==> src/rtl/gate_sweep_pkg.sv <==
// gate_sweep_pkg: shared FSM state type, gate truth tables and settle counter width
package gate_sweep_pkg;
  typedef enum logic [2:0] {IDLE, DRIVE, WAIT, SAMPLE, DONE} state_t;
  localparam logic [3:0] NAND2_TABLE = 4'b0111;
  localparam logic [3:0] AND2_TABLE  = 4'b1000;
  localparam logic [3:0] OR2_TABLE   = 4'b1110;
  localparam logic [3:0] NOR2_TABLE  = 4'b0001;
  localparam logic [3:0] XOR2_TABLE  = 4'b0110;
  localparam int SETTLE_W = 4;
endpackage

==> src/rtl/gate_sweep_timer.sv <==
// gate_sweep_timer: loadable down-counter with a terminal flag (count == 1)
//   clk, rst_n : clock, synchronous active-low reset
//   i_load     : load i_val (wins over i_en)
//   i_en       : decrement, saturating at 0
//   o_term     : high while the count is 1, i.e. the last wait cycle
module gate_sweep_timer
  import gate_sweep_pkg::*;
(
  input  logic                clk,
  input  logic                rst_n,
  input  logic                i_load,
  input  logic [SETTLE_W-1:0] i_val,
  input  logic                i_en,
  output logic                o_term
);
  logic [SETTLE_W-1:0] r_cnt;
  always_ff @(posedge clk) begin
    if (!rst_n) r_cnt <= '0;
    else if (i_load) r_cnt <= i_val;
    else if (i_en && r_cnt != '0) r_cnt <= r_cnt - 1'b1;
  end
  assign o_term = r_cnt == SETTLE_W'(1);
endmodule

==> src/rtl/gate_sweep_ctrl.sv <==
// gate_sweep_ctrl: sweeps a gate's inputs in binary order and checks its output against a truth table
//   clk, rst_n : clock, synchronous active-low reset
//   start      : begin sweep (accepted in IDLE/DONE only)
//   dut_in     : gate inputs, MSB = A; dut_out : gate output Y
//   busy, done, pass, err_cnt, fail_vec : sweep status and results
//   Macro GATE_SWEEP_STOP_ON_FAIL_EN: end the sweep at the first mismatch
module gate_sweep_ctrl
  import gate_sweep_pkg::*;
#(
  parameter int                  N_IN      = 2,
  parameter int                  SETTLE    = 2,
  parameter logic [2**N_IN-1:0]  EXP_TABLE = NAND2_TABLE
) (
  input  logic                clk,
  input  logic                rst_n,
  input  logic                start,
  output logic [N_IN-1:0]     dut_in,
  input  logic                dut_out,
  output logic                busy,
  output logic                done,
  output logic                pass,
  output logic [N_IN:0]       err_cnt,
  output logic [2**N_IN-1:0]  fail_vec
);
  localparam logic [N_IN-1:0] LAST = N_IN'(2**N_IN - 1);
  state_t          r_state;
  logic [N_IN-1:0] r_idx;
  logic            w_term;
  logic            w_miss;
  // X/Z on the gate output must count as a failure, hence the 4-state compare
  assign w_miss = dut_out !== EXP_TABLE[r_idx];
  gate_sweep_timer u_timer (
    .clk    (clk),
    .rst_n  (rst_n),
    .i_load (r_state == DRIVE),
    .i_val  (SETTLE_W'(SETTLE)),
    .i_en   (r_state == WAIT),
    .o_term (w_term)
  );
  always_ff @(posedge clk) begin
    if (!rst_n) begin
      r_state  <= IDLE;
      r_idx    <= '0;
      dut_in   <= '0;
      busy     <= 1'b0;
      done     <= 1'b0;
      pass     <= 1'b0;
      err_cnt  <= '0;
      fail_vec <= '0;
    end else begin
      unique case (r_state)
        IDLE, DONE: begin
          if (start) begin
            r_state  <= DRIVE;
            r_idx    <= '0;
            busy     <= 1'b1;
            done     <= 1'b0;
            pass     <= 1'b0;
            err_cnt  <= '0;
            fail_vec <= '0;
          end else if (r_state == DONE) begin
            // err_cnt is final by the time DONE is occupied
            busy <= 1'b0;
            done <= 1'b1;
            pass <= err_cnt == '0;
          end
        end
        DRIVE: begin
          dut_in  <= r_idx;
          r_state <= (SETTLE > 0) ? WAIT : SAMPLE;
        end
        WAIT: if (w_term) r_state <= SAMPLE;
        SAMPLE: begin
          if (w_miss) begin
            err_cnt         <= err_cnt + 1'b1;
            fail_vec[r_idx] <= 1'b1;
          end
`ifdef GATE_SWEEP_STOP_ON_FAIL_EN
          if (w_miss || r_idx == LAST) r_state <= DONE;
`else
          if (r_idx == LAST) r_state <= DONE;
`endif
          else begin
            r_idx   <= r_idx + 1'b1;
            r_state <= DRIVE;
          end
        end
        default: r_state <= IDLE;
      endcase
    end
  end
endmodule

==> config.mk <==
export PLATFORM = sky130hd
export DESIGN_NAME = gate_sweep_ctrl
export DESIGN_NICKNAME = d
export VERILOG_FILES = /design/src/rtl/gate_sweep_pkg.sv /design/src/rtl/gate_sweep_timer.sv /design/src/rtl/gate_sweep_ctrl.sv
export SDC_FILE = /design/constraint.sdc
export NUM_CORES = 1
export LEC_CHECK = 0
export CORE_UTILIZATION = 50
export CTS_CLUSTER_SIZE = 10
export DETAILED_ROUTE_END_ITERATION = 10
export GPL_TIMING_DRIVEN = 0
export HOLD_SLACK_MARGIN = 0.15
export PLACE_DENSITY = 0.75
export SLEW_MARGIN = 20
export SYNTH_ARGS = -nofsm -noshare
export SYNTH_HDL_FRONTEND = slang
export SYNTH_SLANG_ARGS = --single-unit
==> constraint.sdc <==
create_clock -name clk -period 1.86 [get_ports clk]
set_input_delay 0.465 -clock clk [delete_from_list [all_inputs] [get_ports clk]]
set_output_delay 0.465 -clock clk [all_outputs]
set_load 0.05 [all_outputs]
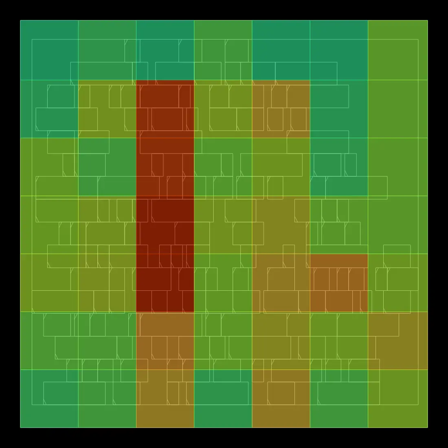
**Above:** run 1 (congestion heat map).
M2 GR Usage: 0.298
met3 Track Usage GR: 0.0283
met1 usage: 0.279

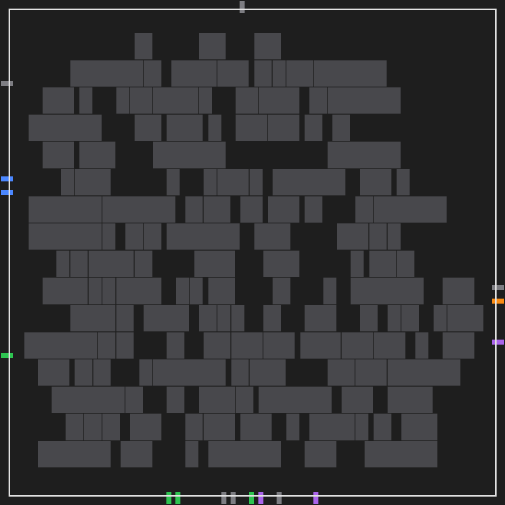
**Above:** run 1 (pin map).
(10 px per um) Pins as bars across the die edge, other pins in gray.
color	port	pins	direction	edge
green	fail_vec	4	output	3 bottom, 1 left
purple	err_cnt	3	output	2 bottom, 1 right
orange	start	1	input	right
blue	dut_in	2	output	left
all pins by edge	8 bottom, 4 left, 3 right, 1 top

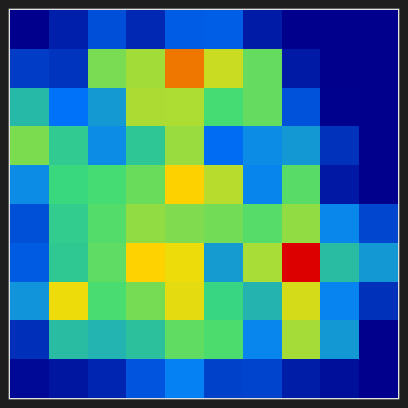
**Above:** run 1 (wiring heat map).
(8 px per um) 10 x 10 tiles, from dark blue (low) to red (high), scaled to the fullest tile. Values are wire area over tile area, all layers added.
emptiest ninth of the die	upper right
mean over tiles	0.14
nearly empty tiles	13%
densest ninth of the die	center

==> results.toml, run 1 <==
# flow metrics
[job]
maxCapViolCount = 0
tool_warnings = 32

[power_and_ir_drop]
peakVddDrop_mv = 0.546

[cts]
clockBufferDepth = 2
htreeDepth = 1
tritoncts = "built"

[route]
highest_layer = "met4"
drc_errors = 0

[yosys]
logic_family = "simple AND/OR/NAND/NOR gates"
yosysTopAreaCellShare = 0.389
edf_count = 0
most_common_cell = "dfxtp_1"
yosysChipArea_mm2 = 0.00108
largest_area_cell = "dfxtp_1"
aoi_share = 0.154
yosysUniqueCellTypes = 34
ys_warn_count = 0

[setup_path]
r2r_cells = 5
path_class = "input pin to flip-flop"
cp_num_buf_inv = 3
crit_family = "buffers and inverters"
cp.required_ns = 2.06

[floorplanning]
chipArea_mm2 = 0.00235

[global_routing]
grt_max_degree = 13
grt_pass1_vias = 809

[worst_hold_path]
hp-class = "flip-flop to flip-flop"

[sta]
maxSlewViolCount = 0
final_hold_viol_count = 0
finalClockPeriodUsage = 0.958
clock.fmax_mhz = 561

[place]
placed_cells = 164
dp_hpwl_um = 1520

[run_status]
run_status = "complete, no violations"

[finish]
comb_area_um2 = 586
==> run 1: through the flow <==
stage                     setup slack [ns]  total power [uW]  setup TNS (ns)   util  instance area [um2]
after global placement              -0.244              1190           -2.17  0.627                 1250
after floorplan                      0.406              1060               0      -                 1080
after global routing               0.00345              1530               0  0.633                 1270
after CTS                           0.0903              1420               0  0.633                 1270
after detailed placement            -0.248              1210           -2.19  0.627                 1250
final                               0.0779              1420               0  0.633                 1270
==> run 1: registers in the layout, summed over array words and instances (netlist names) <==
signal / cells
dut_in: 2
r_idx: 2
done: 1
r_state: 3
fail_vec: 4
u_timer.r_cnt: 4
pass: 1
err_cnt: 3
busy: 1
==> run 1: report_power, final <==
group / internal [uW] / total, uW / leakage [uW] / switching [uW]
clock network: 80.5 / 230 / 0.0000177 / 150
logic: 232 / 632 / 0.000361 / 400
registers: 515 / 556 / 0.000170 / 40.9
==> run 1: cell type report <==
cell class / count / area share
buffer: 9 / 0.0296
clock buffer: 3 / 0.0178
clock inverter: 1 / 0.00395
inverter: 10 / 0.0296
multi-input combinational: 83 / 0.462
sequential: 21 / 0.332
tap: 27 / 0.0267
timing repair buffer: 14 / 0.0987
==> run 1: tightest hold or removal path: stages, from the launching register on <==
cell and delay (ns):
dfxtp_1 0.33, nand3_1 0.05, o21ai_1 0.05
==> run 1: placed cells by master (no fill, tap or decap), drive strengths merged, types with 3 or more instances in the layout <==
cell type	count
o21ai	8
inv	9
ha	9
or3b	4
nor2	7
nand3	14
mux2i	4
nand2	5
buf	3
dlygate4sd2	12
clkbuf	9
a21oi	9
dfxtp	21
## Run 2: what changed since run 1
--- a/config.mk
+++ b/config.mk
@@ -14,4 +14,5 @@
 export SLEW_MARGIN = 20
 export SYNTH_ARGS = -nofsm -noshare
 export SYNTH_HDL_FRONTEND = slang
+export SYNTH_HIERARCHICAL = 1
 export SYNTH_SLANG_ARGS = --single-unit
==> run 2 against run 1 <==
Clock power is 2% lower; critical path type is now flip-flop to output pin; clock skew fell by 0.00075 ns; critical path depth fell by 5; setup slack better by 0.087 ns.
==> results.toml, run 2 <==
# flow metrics
[yosys]
largest_area_cell = "dfxtp_1"
most_common_cell = "dfxtp_1"
yosysTopAreaCellShare = 0.399
edf_count = 0
yosysChipArea_mm2 = 0.00105

[place]
dp_slack_ns = -0.238
dp_hpwl_um = 1480

[setup_path]
r2r_cells = 6
cp.required_ns = 1.39
path_class = "flip-flop to output pin"

[cts]
htreeDepth = 1
clockBufferDepth = 2

[power_and_ir_drop]
combPwrFrac = 0.163
internal-power_uw = 601
maxPowerGroup = "sequential cells"
swShare = 0.292
seqPwrFrac = 0.571

[finish]
top_regs = "fail_vec: 4 flops, u_timer/r_cnt: 4 flops"
lay_top_count = "dfxtp_1"

[global_routing]
grt_pass1_vias = 760
grt_max_degree = 14

[sta]
maxSlewViolCount = 0
fin_ws_ns = 0.165
clock.fmax_mhz = 590

[worst_hold_path]
hp-class = "flip-flop to flip-flop"

[route]
drc_errors = 0

[floorplanning]
chipArea_mm2 = 0.00230

[run_status]
run_status = "complete, no violations"

[job]
maxCapViolCount = 0
run 2: final cells by class:
type | instances | area [um2] | area share
repair buffers | 15 | 135 | 0.107
well taps | 27 | 33.8 | 0.0268
inverters | 10 | 37.5 | 0.0297
flip-flops and latches | 21 | 420 | 0.333
multi-input cells | 87 | 587 | 0.465
plain buffers | 4 | 18.8 | 0.0149
clock buffers | 3 | 22.5 | 0.0178
clock inverters | 1 | 7.51 | 0.00595
run 2: worst max-delay path by stage:
stage                           startpoint          endpoint
final                           err_cnt[2]        err_cnt[2]
after global routing            r_state[0]  u_timer/r_cnt[3]
after CTS                            rst_n        err_cnt[1]
after detailed placement             rst_n        err_cnt[1]
after global placement               rst_n        err_cnt[1]
after floorplan           u_timer/r_cnt[0]  u_timer/r_cnt[1]
run 2: what timing repair did:
action,in CTS,in global routing
gates resized,12,2
endpoints found under the setup margin,12,1
pin swaps,0,0
run 2: routing by layer:
metal / vias up / share of wire / global-route usage
met3: 2 / 0.028 / 0.0226
met5: - / 0 / 0
met1: 413 / 0.53 / 0.287
li1: 473 / - / -
met4: 0 / 0.0051 / 0.0556
met2: 16 / 0.44 / 0.311
run 2: kinds of logic (layout without fill, tap and decap cells):
kind of cell,Yosys count,after routing,share of synthesized area
adders and majority gates,9,9,0.107
DFF,21,21,0.399
AOI/OAI and AO/OA,22,22,0.145
buffers and inverters,14,33,0.0522
other,2,4,0.00712
and+or+nand+nor,48,48,0.255
muxes,2,2,0.0190
xor gates and xnor gates,2,2,0.0166
run 2: metrics by stage:
| stage | total power, uW | TNS [ns] | area (um2) |
|---|---|---|---|
| global placement | 628 | -0.989 | 1250 |
| floorplan | 594 | 0 | 1060 |
| finish | 849 | 0 | 1260 |
| global route | 896 | 0 | 1260 |
| detailed placement | 633 | -1.14 | 1250 |
| CTS | 858 | 0 | 1260 |
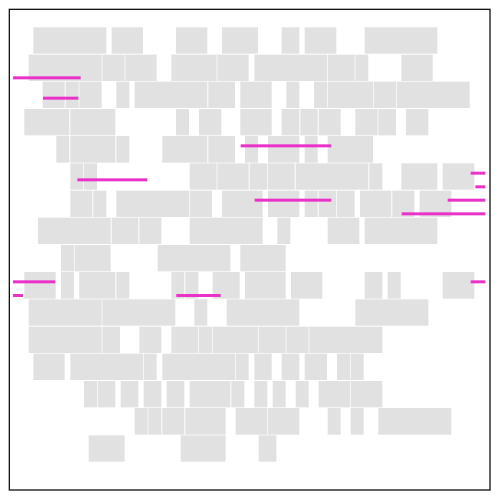
**Above:** run 2 (M3 wires).
(10 px per um) Cells faint in the background.
nets with wire on the layer	12
longest straight run	8.70 um
main direction	horizontal
wire length on this layer	55.7 um

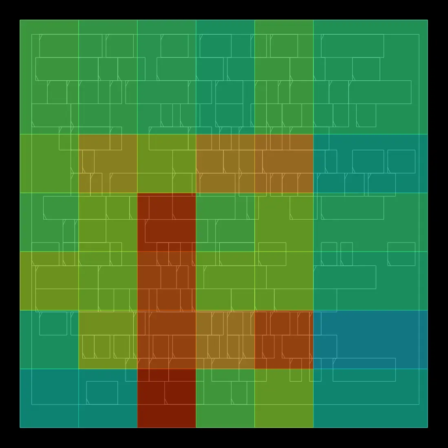
**Above:** run 2 (congestion heat map).
M2 GR Usage: 0.311
drt wl/cell: 11.7 um
met1 usage: 0.287

## Run 3: what changed since run 2
--- a/config.mk
+++ b/config.mk
@@ -8,9 +8,9 @@
 export CORE_UTILIZATION = 50
 export CTS_CLUSTER_SIZE = 10
 export DETAILED_ROUTE_END_ITERATION = 10
+export DONT_BUFFER_PORTS = 1
 export GPL_TIMING_DRIVEN = 0
 export HOLD_SLACK_MARGIN = 0.15
-export PLACE_DENSITY = 0.75
 export SLEW_MARGIN = 20
 export SYNTH_ARGS = -nofsm -noshare
 export SYNTH_HDL_FRONTEND = slang
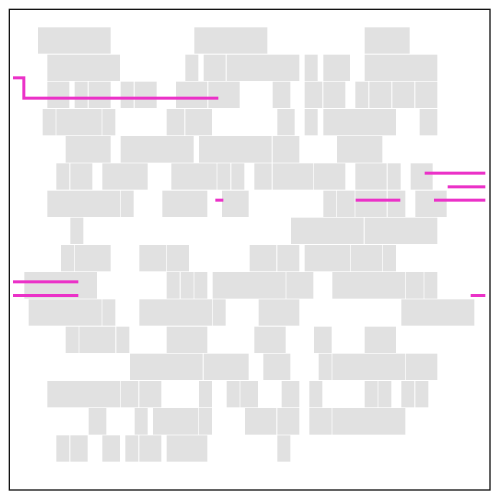
**Above:** run 3 (M3 wires).
(10 px per um) Cells faint in the background.
share of all routed wire	2.7%
longest straight run	19.3 um
main direction	horizontal
nets with wire on the layer	7
wire length on this layer	54.2 um

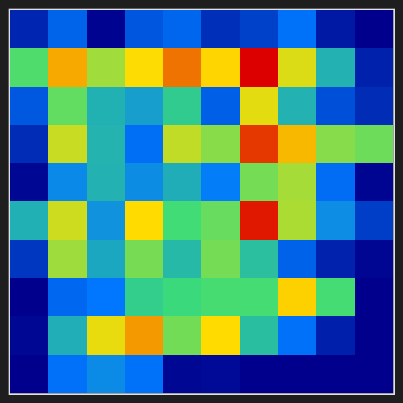
**Above:** run 3 (wiring heat map).
(8 px per um) 10 x 10 tiles, from dark blue (low) to red (high), scaled to the fullest tile. Values are wire area over tile area, all layers added.
tiles over half the peak	36%
emptiest ninth of the die	lower right
nearly empty tiles	15%
mean over tiles	0.13
densest ninth of the die	center

==> run 3 against run 2 <==
Critical endpoint is now u_timer/r_cnt[3]; sequential cell count is the same; area after synthesis is the same; worst hold slack lost 0.16 ns; combinational power shrank 14%.
==> results.toml, run 3 <==
# flow metrics
[run_status]
run_status = "complete, no violations"

[place]
dpl-instance-area_mm2 = 0.00110
placed_cells = 149
dp_hpwl_um = 1500

[finish]
lay_top_count = "dfxtp_1"
top_regs = "fail_vec: 4 flops, u_timer/r_cnt: 4 flops"
fin_area_mm2 = 0.00112
stdcell_count = 153

[route]
drc_errors = 0
wl_per_cell_um = 13.0
vias = 847
ant_nets = 0

[global_routing]
grt_pass1_vias = 747
antenna_found_initial = 0
grt_max_degree = 13
grt_first_pass_wirelength_um = 3280

[cts]
cts_post_setup_buffers_inserted = 0
tritoncts = "built"
cts_resized = 0
clockBufferDepth = 2
htreeDepth = 1

[yosys]
yosysChipArea_mm2 = 0.00105
async_reset_ff_frac = 0
yosysTopAreaCellShare = 0.399
ys_warn_count = 6
edf_count = 0
most_common_cell = "dfxtp_1"
ff_type = "dfxtp_1"

[power_and_ir_drop]
internal-power_uw = 591
pwr-share-clk = 0.256
cellLeakagePower_uw = 0.000437
combPwrFrac = 0.143
seqPwrFrac = 0.601
swShare = 0.283

[worst_hold_path]
hp-class = "input pin to flip-flop"

[setup_path]
cp.required_ns = 2.05
path_max_fanout = 10
path_class = "flip-flop to flip-flop"

[job]
maxCapViolCount = 0

[floorplanning]
die_w_um = 47.9
chipArea_mm2 = 0.00230

[sta]
maxSlewViolCount = 0
finalSetupTns_ns = 0
final_hold_viol_count = 0
clock.fmax_mhz = 590
==> run 3: kinds of logic after synthesis <==
kind of cell    after synthesis  synth area share
buf+inv                      14            0.0522
flops                        21             0.399
xor+xnor                      2            0.0166
simple gates                 48             0.255
compound gates               22             0.145
fa+ha+maj                     9             0.107
other cells                   2           0.00712
mux                           2            0.0190
==> run 3: per-stage QoR <==
step | power, uW | worst slack, ns
3_3_place_gp | 616 | 0.248
5_1_grt | 876 | 0.0345
3_5_place_dp | 623 | 0.198
6_report | 824 | 0.166
4_1_cts | 834 | 0.172
2_1_floorplan | 594 | 0.331
==> run 3: area by class of cell <==
type,count,area (um2)
Fill cell,195,858
Sequential cell,21,420
Multi-Input combinational cell,87,587
Tap cell,27,33.8
Clock buffer,3,22.5
Clock inverter,1,5.00
Buffer,4,17.5
Inverter,10,37.5
==> run 3: path summary, 6_finish.rpt <==
kind	startpoint	to	slack, ns	cells after the start
worst max-delay path	r_state[0]	u_timer/r_cnt[3]	0.17	4
worst max register to register	r_state[0]	u_timer/r_cnt[3]	0.17	4
worst min register to register	u_timer/r_cnt[2]	u_timer/r_cnt[2]	0.55	2
worst min-delay path	rst_n	u_timer/r_cnt[3]	0.30	2
==> run 3: power groups by stage <==
| stage | Sequential [uW] | Combinational (uW) | Clock, uW |
|---|---|---|---|
| detailed placement | 505 | 117 | 0 |
| global placement | 504 | 112 | 0 |
| CTS | 495 | 118 | 221 |
| floorplan | 500 | 94.2 | 0 |
| global route | 499 | 137 | 240 |
| finish | 495 | 118 | 211 |
==> run 3: routing by layer <==
metal  share of wire  GRT usage  wire length (um)
met1            0.55      0.308              1080
met2            0.42      0.281               837
met3           0.027     0.0453                54
met4          0.0050     0.0500                10
met5               0          0                 0
Power figures rest on the tool's default switching activity, not on a simulated workload.
